Fig. 1: run 1, drive-strength map
Drawn at 3 px/um.
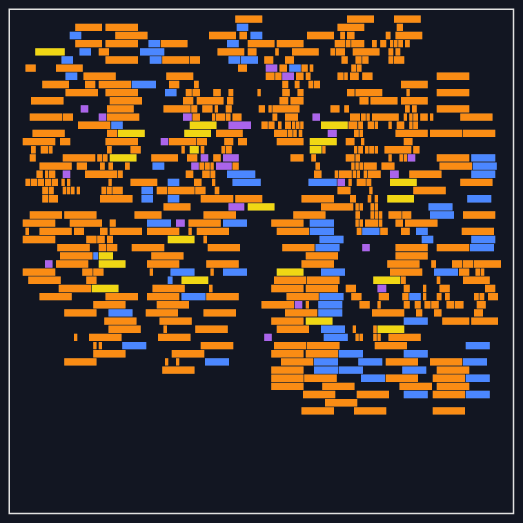
Fig. 2: run 1, layout detail
Window x 71 to 96, y 71 to 96 um. Cells in gray, sequential cells in the stronger gray; small squares are vias.
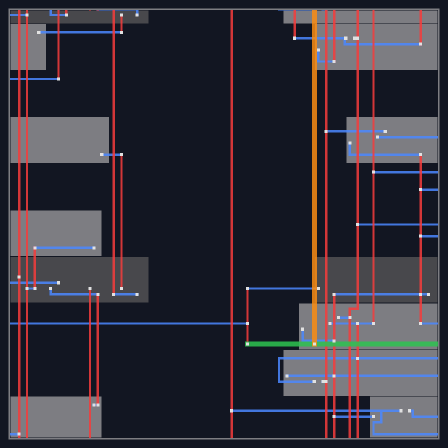
Fig. 3: run 1, sequential cells colored by netlist name
Drawn at 2 px/um.
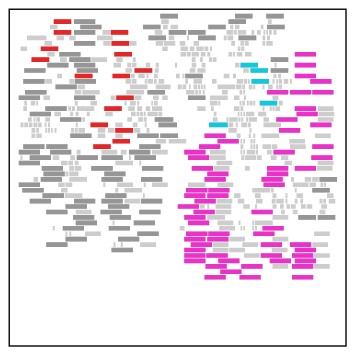
$ cat src/rtl/dj_path_tracer.sv
// dj_path_tracer: rebuilds the route from start_node to end_node out of the
// solver's predecessor table and streams it out, start node first, over
// a valid/ready handshake.
// Optional per-node distance reporting: define DJ_PATH_DIST_EN.
//
// state | meaning
// IDLE  | table writable, waiting for start
// WALK  | following predecessors back from end_node, one push per clock
// EMIT  | streaming LIFO top-first (start node first)
// FIN   | one-cycle done pulse, then back to IDLE

module dj_path_tracer #(
  parameter int N_NODES = 13,
  parameter int NODE_W  = 4
) (
  input  logic              clk,
  input  logic              rst_n,
  input  logic              tbl_we,
  input  logic [NODE_W-1:0] tbl_addr,
  input  logic [NODE_W-1:0] tbl_pred,
  input  logic              tbl_vld,
`ifdef DJ_PATH_DIST_EN
  input  logic [7:0]        tbl_dist,
`endif
  input  logic              start,
  input  logic [NODE_W-1:0] start_node,
  input  logic [NODE_W-1:0] end_node,
  output logic              busy,
  output logic [NODE_W-1:0] path_node,
  output logic              path_valid,
  input  logic              path_ready,
  output logic              path_last,
  output logic [NODE_W:0]   path_len,
`ifdef DJ_PATH_DIST_EN
  output logic [7:0]        path_dist,
`endif
  output logic              done,
  output logic              err
);

  // Storage is sized to the full index space so every NODE_W-bit index is
  // legal; entries at or above N_NODES are simply never written.
  localparam int DEPTH = 1 << NODE_W;

  localparam logic [NODE_W:0] CNT_ONE  = (NODE_W+1)'(1);
  localparam logic [NODE_W:0] CNT_TWO  = (NODE_W+1)'(2);
  localparam logic [NODE_W:0] CNT_FULL = (NODE_W+1)'(N_NODES);
  localparam logic [NODE_W:0] CNT_LAST = (NODE_W+1)'(N_NODES - 1);

  typedef enum logic [1:0] {IDLE, WALK, EMIT, FIN} state_t;

  state_t            state;
  logic [NODE_W-1:0] pred_mem [DEPTH];
  logic [DEPTH-1:0]  vld_bits;
  logic [NODE_W-1:0] lifo_node [DEPTH];
  logic [NODE_W-1:0] start_q;
  logic [NODE_W-1:0] cur;
  logic [NODE_W:0]   sp;

`ifdef DJ_PATH_DIST_EN
  logic [7:0]        dist_mem [DEPTH];
  logic [7:0]        lifo_dist [DEPTH];
`endif

  logic              tbl_wr;
  logic              cur_is_start;
  logic              cur_vld;
  logic              push_fills;
  logic              start_ok;
  logic [NODE_W-1:0] push_idx;
  logic [NODE_W-1:0] top_idx;
  logic [NODE_W-1:0] next_idx;

  function automatic logic in_range(input logic [NODE_W-1:0] node);
    return {1'b0, node} < CNT_FULL;
  endfunction

  assign tbl_wr       = (state == IDLE) && tbl_we && in_range(tbl_addr);
  assign cur_is_start = (cur == start_q);
  // Out-of-range predecessors land on never-written slots, so they read as
  // invalid and abort the walk.
  assign cur_vld      = vld_bits[cur];
  // This push makes the LIFO full; a further push would mean a loop.
  assign push_fills   = (sp == CNT_LAST);
  assign start_ok     = in_range(start_node) && in_range(end_node);
  assign push_idx     = NODE_W'(sp);
  assign top_idx      = NODE_W'(sp - CNT_ONE);
  assign next_idx     = NODE_W'(sp - CNT_TWO);

  // Table payload; only the valid bits need a reset value.
  always_ff @(posedge clk) begin
    if (tbl_wr) begin
      pred_mem[tbl_addr] <= tbl_pred;
`ifdef DJ_PATH_DIST_EN
      dist_mem[tbl_addr] <= tbl_dist;
`endif
    end
  end

  // Per-node valid bits, cleared on reset so a fresh table starts empty.
  always_ff @(posedge clk or negedge rst_n) begin
    if (!rst_n) begin
      vld_bits <= '0;
    end else if (tbl_wr) begin
      vld_bits[tbl_addr] <= tbl_vld;
    end
  end

  // LIFO storage: every WALK cycle pushes cur at the stack pointer.
  always_ff @(posedge clk) begin
    if (state == WALK) begin
      lifo_node[push_idx] <= cur;
`ifdef DJ_PATH_DIST_EN
      // The start node is the origin, so its distance is 0 by definition.
      lifo_dist[push_idx] <= cur_is_start ? 8'd0 : dist_mem[cur];
`endif
    end
  end

  // Sequencer: accept start, walk predecessors, stream the LIFO, pulse done.
  always_ff @(posedge clk or negedge rst_n) begin
    if (!rst_n) begin
      state      <= IDLE;
      start_q    <= '0;
      cur        <= '0;
      sp         <= '0;
      path_len   <= '0;
      busy       <= 1'b0;
      path_valid <= 1'b0;
      path_node  <= '0;
      path_last  <= 1'b0;
      done       <= 1'b0;
      err        <= 1'b0;
`ifdef DJ_PATH_DIST_EN
      path_dist  <= '0;
`endif
    end else begin
      done <= 1'b0;
      case (state)
        IDLE: begin
          if (start) begin
            start_q  <= start_node;
            cur      <= end_node;
            sp       <= '0;
            path_len <= '0;
            if (start_ok) begin
              err   <= 1'b0;
              busy  <= 1'b1;
              state <= WALK;
            end else begin
              err   <= 1'b1;
              busy  <= 1'b0;
              done  <= 1'b1;
              state <= FIN;
            end
          end
        end

        WALK: begin
          sp       <= sp + CNT_ONE;
          path_len <= path_len + CNT_ONE;
          if (cur_is_start) begin
            state <= EMIT;
          end else if (!cur_vld || push_fills) begin
            err   <= 1'b1;
            busy  <= 1'b0;
            done  <= 1'b1;
            state <= FIN;
          end else begin
            cur <= pred_mem[cur];
          end
        end

        EMIT: begin
          if (!path_valid) begin
            // First beat is loaded one clock after the walk ends.
            path_valid <= 1'b1;
            path_node  <= lifo_node[top_idx];
            path_last  <= (sp == CNT_ONE);
`ifdef DJ_PATH_DIST_EN
            path_dist  <= lifo_dist[top_idx];
`endif
          end else if (path_ready) begin
            if (path_last) begin
              path_valid <= 1'b0;
              path_last  <= 1'b0;
              busy       <= 1'b0;
              done       <= 1'b1;
              state      <= FIN;
            end else begin
              // Pop and present the entry below in the same clock: no bubble.
              sp        <= sp - CNT_ONE;
              path_node <= lifo_node[next_idx];
              path_last <= (sp == CNT_TWO);
`ifdef DJ_PATH_DIST_EN
              path_dist <= lifo_dist[next_idx];
`endif
            end
          end
        end

        FIN: begin
          state <= IDLE;
        end

        default: begin
          state <= IDLE;
        end
      endcase
    end
  end

endmodule

$ cat config.mk
export PLATFORM = sky130hd
export DESIGN_NAME = dj_path_tracer
export DESIGN_NICKNAME = d
export VERILOG_FILES = /design/src/rtl/dj_path_tracer.sv
export SDC_FILE = /design/constraint.sdc
export NUM_CORES = 1
export LEC_CHECK = 0
export ABC_CLOCK_PERIOD_IN_PS = 3900
export CORE_UTILIZATION = 30
export DETAILED_ROUTE_END_ITERATION = 10
export DONT_BUFFER_PORTS = 1
export GPL_TIMING_DRIVEN = 1
export PLACE_DENSITY = 0.46
export SLEW_MARGIN = 20
export SYNTH_ARGS = -nofsm -noshare
export SYNTH_HDL_FRONTEND = slang
export SYNTH_SLANG_ARGS = --single-unit
$ cat constraint.sdc
create_clock -name clk -period 3.9 [get_ports clk]
set_input_delay 0.39 -clock clk [delete_from_list [all_inputs] [get_ports clk]]
set_output_delay 0.39 -clock clk [all_outputs]
set_load 0.01 [all_outputs]
==> results.json, run 1 <==
{
  "ys_sh_xor_pct": 1.14,
  "detail_route.wl_per_cell_um": 20.7,
  "switchingPower_w": 0.00227,
  "crit_slowest_cell": "dfrtp_1",
  "grt_most_used_layer": "met2",
  "maxCapViolCount": 0,
  "synth.distinct_cells": 55,
  "routed_wl_um": 19000,
  "track_usage_pct": 14.5,
  "cts_tree": "done",
  "drive_above_1_share_pct": 20.1,
  "area_growth_syn_to_layout_pct": 11.6,
  "seq_power_w": 0.00266,
  "yosysWarnings": 0,
  "clock_latency_ps": 430,
  "root_buffer": "clkbuf_16",
  "yosys_register_bits": 173,
  "globalRouteMet1Util_pct": 18.0,
  "status": "finished clean",
  "ff_type": "edfxtp_1",
  "critical_path.startpoint": "state[0]",
  "ys_seq_share_pct": 60.4,
  "comb-power_w": 0.00218,
  "antenna_found_initial": 0,
  "worstPathMaxFanout": 16,
  "n_antenna_cell": 0,
  "crit_arrival_ps": 2890,
  "min_period_over_period_pct": 66.2,
  "p_clk_share_pct": 24.5,
  "cp_data_required_time_ps": 4210,
  "hold_viol": 0,
  "edf_count": 128,
  "use_met3_pct": 4.23,
  "port_buffers": 0,
  "fin_crit_ps": 2580,
  "ant_nets": 0,
  "largestRegisters": "lifo_node x64, pred_mem x64, vld_bits x16",
  "rr_worst_depth": 8,
  "r2r_slack_ps": 1320,
  "synth_area_sq_um": 8230,
  "cp-end-kind": "register",
  "slew_headroom_pct": 36.3,
  "setup-violations-final": 0,
  "finalPower_w": 0.00641,
  "die-area_sq_um": 28100,
  "top_layer": "met4",
  "ys_sh_adder_pct": 1.82,
  "syn_area_per_cell_sq_um": 14.9,
  "holdCritPathClass": "in -> reg",
  "grt_pass1_wl_um": 30200,
  "lay_top_count": "edfxtp_1",
  "layout_top_cells": "128 x edfxtp_1, 43 x mux4_2, 42 x dfrtp_1, 34 x nor2_1, 33 x mux2i_1",
  "grt_pass1_vias": 5014,
  "peakVddDrop_mv": 0.262,
  "topCellsByArea": "edfxtp_1 47%, dfrtp_1 14%, mux4_2 12%",
  "cp.depth": 8,
  "htree_num_levels": 4,
  "slew_viol_final": 0,
  "synthSimpleGateAreaFrac_pct": 8.62,
  "clockBufferDepth": 2,
  "pwr-share-seq_pct": 41.5,
  "cts_setup_buffers": 0,
  "slowest_delay_ps": 450,
  "common_cells": "128 x edfxtp_1, 45 x dfrtp_1, 43 x mux4_2",
  "synth_chip_area_sq_um": 8230,
  "critical_path.top_delay_family": "AND-OR/OR-AND gates",
  "grt_max_degree": 46,
  "hp-start": "tbl_pred[2]",
  "coreArea_sq_um": 27000,
  "viasPerCell": 5.09,
  "num_io_pins": 36,
  "die_y_um": 168,
  "grt-ovfl-total": 0
}
Notes on Fig. 1 above:
legend:
  drive 2:
    color: blue
    cells: 71
  drive 1 or less:
    color: orange
    cells: 460
  drive 3 to 4:
    color: purple
    cells: 24
  drive 6 and up:
    color: yellow
    cells: 21
fin area: 9190 sq um
Signal buffers: 13

Notes on Fig. 2 above:
legend:
  met1:
    color: blue
  met4:
    color: orange
  met2:
    color: red
  met3:
    color: green
most frequent: edfxtp_1 (4), mux4_2 (1), clkbuf_16 (1)
netlist names of flops here include: lifo_node (3), pred_mem (1)
sequential cells in the window: 4
cells with their middle in the window: 6

Notes on Fig. 3 above:
legend:
  sp:
    color: cyan
    sequential_cells: 5
    where: top right
  lifo_node:
    color: magenta
    sequential_cells: 64
  vld_bits:
    color: red
    sequential_cells: 16
not colored: 88

[run 1: stage by stage]
stage / worst slack [ps] / instance area (sq um) / hold slack (ps) / utilization (%) / std cells
6_report: 1320 / 9190 / 55.6 / 34.1 / 917
5_1_grt: 1130 / 9190 / 26.0 / 34.1 / 917
4_1_cts: 1330 / 9190 / 37.3 / 34.1 / 917
3_5_place_dp: 1340 / 8610 / 96.4 / 31.9 / 883
3_3_place_gp: 1400 / 8610 / 96.3 / 31.9 / 883
2_1_floorplan: 1110 / 8270 / 94.4 / - / 564
[run 1: layout make-up]
class                      instances  area [sq um]
inverter                          10          37.5
tap                              341           427
clock inverter                    12          92.6
multi-input combinational        348          3090
clock buffer                      20           447
fill                            2602         17800
timing repair buffer              13           120
sequential                       173          4970
Fig. 4: run 1, track usage over the die
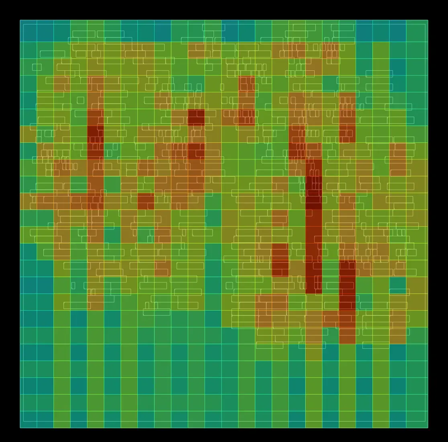

==> run 2, diff against run 1 <==
--- a/config.mk
+++ b/config.mk
@@ -5,12 +5,12 @@
 export SDC_FILE = /design/constraint.sdc
 export NUM_CORES = 1
 export LEC_CHECK = 0
-export ABC_CLOCK_PERIOD_IN_PS = 3900
+export ABC_CLOCK_PERIOD_IN_PS = 2300
 export CORE_UTILIZATION = 30
 export DETAILED_ROUTE_END_ITERATION = 10
 export DONT_BUFFER_PORTS = 1
 export GPL_TIMING_DRIVEN = 1
-export PLACE_DENSITY = 0.46
+export PLACE_DENSITY = 0.47
 export SLEW_MARGIN = 20
 export SYNTH_ARGS = -nofsm -noshare
 export SYNTH_HDL_FRONTEND = slang
==> constraint.sdc (replaced) <==
create_clock -name clk -period 2.3 [get_ports clk]
set_input_delay 0.23 -clock clk [delete_from_list [all_inputs] [get_ports clk]]
set_output_delay 0.23 -clock clk [all_outputs]
set_load 0.01 [all_outputs]
Fig. 5: run 2, track usage over the die
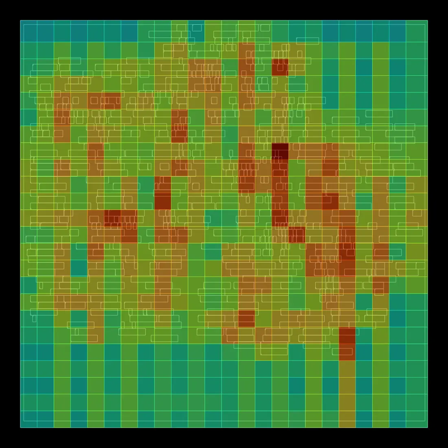
Top Usage Layer GRT: met2
met3 global-route usage: 4.02%
WL/cell: 20.0 um
Total GRT Usage: 14.5%
Core Util, Final: 36.1%

==> run 2 against run 1 <==
Worst hold slack got worse by 17 ps. Total power increased by 79%. Clock-buffer cell count decreased by 3. Critical path depth unchanged. Sequential cell count unchanged. Largest cell class unchanged. Clock skew increased by 7.5 ps. Setup slack got worse by 1200 ps. Largest power group is now combinational logic.
==> results.json, run 2 <==
{
  "status": "finished clean",
  "clock_latency_ps": 440,
  "cts_tree": "done",
  "topCellsByArea": "edfxtp_1 47%, dfrtp_1 14%, mux4_2 12%",
  "post-place-ws_ps": 112,
  "yosysWarnings": 0,
  "htree_num_levels": 4,
  "edf_count": 128,
  "finalPower_w": 0.0115,
  "synth_area_sq_um": 8230,
  "m1WireLength_um": 8470,
  "viasPerCell": 5.08,
  "antenna_found_initial": 0,
  "die-area_sq_um": 28100,
  "maxCapViolCount": 0,
  "drive_above_1_share_pct": 26.0,
  "yosys_register_bits": 173,
  "coreArea_sq_um": 27000,
  "grt_pass1_wl_um": 30300,
  "comb-power_w": 0.00431,
  "seq_power_w": 0.00430,
  "syn_area_per_cell_sq_um": 14.9,
  "area_growth_syn_to_layout_pct": 18.1,
  "grt-ovfl-total": 0,
  "ff_type": "edfxtp_1",
  "slew_headroom_pct": 58.8,
  "die_y_um": 168,
  "worstPathMaxFanout": 16,
  "slowest_delay_ps": 400,
  "dp_cells": 923,
  "cp_data_required_time_ps": 2620,
  "num_io_pins": 36,
  "synthSimpleGateAreaFrac_pct": 8.62,
  "fin_ws_ps": 148,
  "postPlaceCellArea_sq_um": 8970,
  "ys_sh_adder_pct": 1.82,
  "stdcell_count": 968,
  "ys_seq_share_pct": 60.4,
  "n_antenna_cell": 0,
  "cp-end-kind": "register",
  "critical_path.top_delay_family": "flip-flops",
  "globalRouteMet1Util_pct": 18.2,
  "lay_top_count": "edfxtp_1",
  "top_layer": "met4",
  "holdCritPathClass": "in -> reg",
  "p_clk_share_pct": 25.2,
  "setup-violations-final": 0,
  "largestRegisters": "lifo_node x64, pred_mem x64, vld_bits x16",
  "crit_arrival_ps": 2480,
  "clockBufferDepth": 2,
  "crit_slowest_cell": "dfrtp_1",
  "common_cells": "128 x edfxtp_1, 45 x dfrtp_1, 43 x mux4_2",
  "cts_setup_buffers": 0,
  "switchingPower_w": 0.00406,
  "hold_ws_ps": 39.1,
  "hold_viol": 0,
  "layout_top_cells": "128 x edfxtp_1, 48 x buf_4, 43 x mux4_2, 42 x dfrtp_1, 34 x nor2_1",
  "synth.distinct_cells": 55,
  "peakVddDrop_mv": 0.534,
  "port_buffers": 0,
  "design_area_sq_um": 9720,
  "grt_pass1_vias": 5049
}
Fig. 6: run 2, layout detail
Window x 71 to 96, y 71 to 96 um. Cells in gray, sequential cells in the stronger gray; small squares are vias.
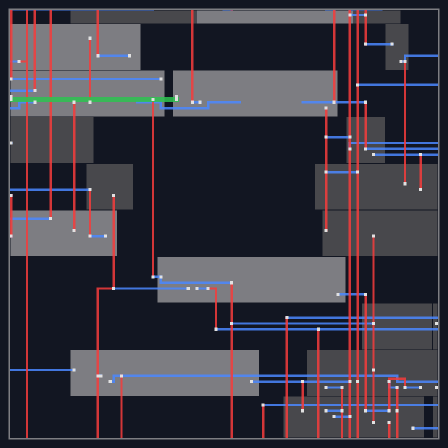
legend:
  met2:
    color: red
  met1:
    color: blue
  met3:
    color: green
most frequent: dfrtp_2 (3)
cells with their middle in the window: 15
sequential cells in the window: 6
netlist names of flops here include: cur (3), lifo_node (2)

## run 2: cell counts after synthesis
Identical to the previous run, type by type.
## run 2: path summary, 6_finish.rpt
| check | from | end | slack, ps | cells after the start |
|---|---|---|---|---|
| worst max-delay path | state[1] | busy | 150 | 8 |
| worst min-delay path | start | path_len[2] | 40 | 2 |
| worst max register to register | state[1] | busy | 150 | 8 |
| worst min register to register | vld_bits[14] | vld_bits[14] | 380 | 0 |
| max in group asynchronous | rst_n | sp[0] | 1750 | 2 |
| min in group asynchronous | rst_n | vld_bits[1] | 270 | 2 |
## run 2: cell type report
cell class,instances,area [sq um]
Fill cell,2528,17200
Sequential cell,173,4970
Multi-Input combinational cell,348,3110
Timing Repair Buffer,64,568
Tap cell,341,427
Clock buffer,17,425
Clock inverter,15,171
Inverter,10,40.0
Fig. 7: run 2, sequential cells colored by netlist name
Drawn at 2 px/um.
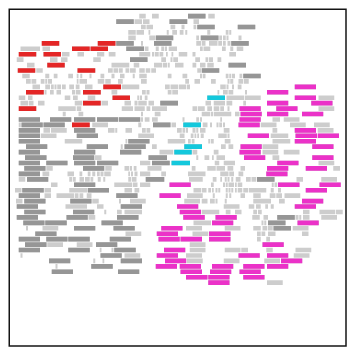

==> run 3, diff against run 2 <==
--- a/config.mk
+++ b/config.mk
@@ -6,11 +6,11 @@
 export NUM_CORES = 1
 export LEC_CHECK = 0
 export ABC_CLOCK_PERIOD_IN_PS = 2300
-export CORE_UTILIZATION = 30
+export CORE_UTILIZATION = 40
 export DETAILED_ROUTE_END_ITERATION = 10
 export DONT_BUFFER_PORTS = 1
 export GPL_TIMING_DRIVEN = 1
-export PLACE_DENSITY = 0.47
+export PLACE_DENSITY = 0.58
 export SLEW_MARGIN = 20
 export SYNTH_ARGS = -nofsm -noshare
 export SYNTH_HDL_FRONTEND = slang
Fig. 8: run 3, sequential cells colored by netlist name
Drawn at 2 px/um.
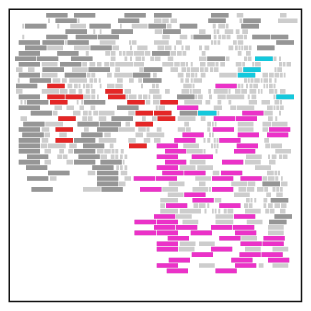
legend:
  lifo_node:
    color: magenta
    sequential_cells: 64
  sp:
    color: cyan
    sequential_cells: 5
    where: top right
  vld_bits:
    color: red
    sequential_cells: 16
not colored: 88
total area of sequential cells: 4970 sq um
Seq. pwr: 0.00434 W

Fig. 9: run 3, drive-strength map
Drawn at 3 px/um.
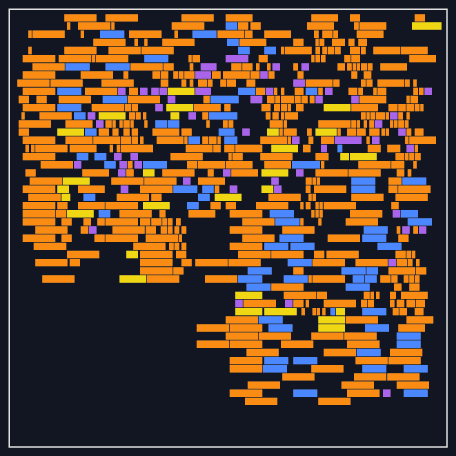
legend:
  drive 2:
    color: blue
    cells: 73
  drive 6 and up:
    color: yellow
    cells: 29
  drive 3 to 4:
    color: purple
    cells: 53
  drive 1 or less:
    color: orange
    cells: 463

==> run 3 against run 2 <==
Combinational power shrank 3%. Critical path depth is the same. Largest power group is now sequential cells. Critical endpoint unchanged. Sequential cell count is the same. Sequential share of layout area grew 1.1 points.
==> results.json, run 3 <==
{
  "fin_crit_ps": 2200,
  "routed_wl_um": 18100,
  "ant_nets": 0,
  "globalRouteMet1Util_pct": 24.7,
  "grt_max_degree": 46,
  "drive_above_1_share_pct": 25.1,
  "grt_most_used_layer": "met2",
  "slowest_delay_ps": 390,
  "root_buffer": "clkbuf_16",
  "clockBufferDepth": 2,
  "layout_top_cells": "128 x edfxtp_1, 43 x mux4_2, 42 x dfrtp_1, 42 x buf_4, 34 x nor2_1",
  "setup-violations-final": 0,
  "clock_latency_ps": 420,
  "fin_ws_ps": 104,
  "htree_num_levels": 4,
  "area_growth_syn_to_layout_pct": 15.6,
  "status": "finished clean",
  "cp.depth": 8,
  "worstPathMaxFanout": 16,
  "track_usage_pct": 18.1,
  "ys_sh_xor_pct": 1.14,
  "n_antenna_cell": 0,
  "lay_top_count": "edfxtp_1",
  "pwr-share-seq_pct": 38.2,
  "comb-power_w": 0.00418,
  "min_period_over_period_pct": 95.5,
  "design_area_sq_um": 9520,
  "holdPathStages": 3,
  "p_clk_share_pct": 25.0,
  "critical_path.startpoint": "state[1]",
  "peakVddDrop_mv": 0.537,
  "ff_type": "edfxtp_1",
  "drt_first_pass_iters": 5,
  "die_y_um": 145,
  "common_cells": "128 x edfxtp_1, 45 x dfrtp_1, 43 x mux4_2",
  "crit_slowest_cell": "dfrtp_1",
  "cp-end-kind": "register",
  "rr_startpoint": "state[1]",
  "coreArea_sq_um": 20200,
  "cp_data_required_time_ps": 2610,
  "die-area_sq_um": 21100,
  "hold_ws_ps": 20.5,
  "ys_sh_adder_pct": 1.82,
  "critical_path.top_delay_family": "simple AND/OR/NAND/NOR gates",
  "holdCritPathClass": "in -> reg",
  "grt-ovfl-total": 0,
  "yosys_register_bits": 173,
  "slew_headroom_pct": 58.3,
  "p_per_area_nw_per_um2": 1190,
  "synth_chip_area_sq_um": 8230,
  "synthSimpleGateAreaFrac_pct": 8.62,
  "r2r_slack_ps": 100,
  "cts_tree": "done",
  "grt_pass1_wl_um": 29100,
  "viasPerCell": 5.51,
  "synth.distinct_cells": 55,
  "holdPathEnd": "path_last",
  "crit_arrival_ps": 2510,
  "yosysWarnings": 0,
  "use_met3_pct": 4.11,
  "rr_worst_depth": 8,
  "antenna_found_initial": 0,
  "ys_seq_share_pct": 60.4,
  "hold_viol": 0,
  "synth_area_sq_um": 8230,
  "post-place-ws_ps": 127,
  "detail_route.wl_per_cell_um": 20.3,
  "num_io_pins": 36,
  "top_layer": "met4",
  "grt_pass1_vias": 5146,
  "syn_area_per_cell_sq_um": 14.9,
  "cts_setup_buffers": 0,
  "postPlaceCellArea_sq_um": 8800,
  "maxCapViolCount": 0
}
[run 3: cell counts after synthesis]
Identical to the previous run, type by type.
[run 3: cell type report]
| type | count | area (sq um) |
|---|---|---|
| Clock inverter | 15 | 154 |
| Inverter | 10 | 40.0 |
| Tap cell | 270 | 338 |
| Multi-Input combinational cell | 348 | 3110 |
| Timing Repair Buffer | 55 | 473 |
| Clock buffer | 17 | 425 |
| Sequential cell | 173 | 4970 |
| Fill cell | 1775 | 10700 |
[run 3: stage by stage]
stage	total power (W)	cells	util [%]	TNS [ps]
final	0.0114	888	47.2	0
after floorplan	0.00740	564	-	-396
after global placement	0.00844	844	43.6	0
after detailed placement	0.00856	844	43.6	0
after global routing	0.0120	888	47.2	0
after CTS	0.0115	888	47.2	0
Power is estimated from default activity; no workload was simulated.
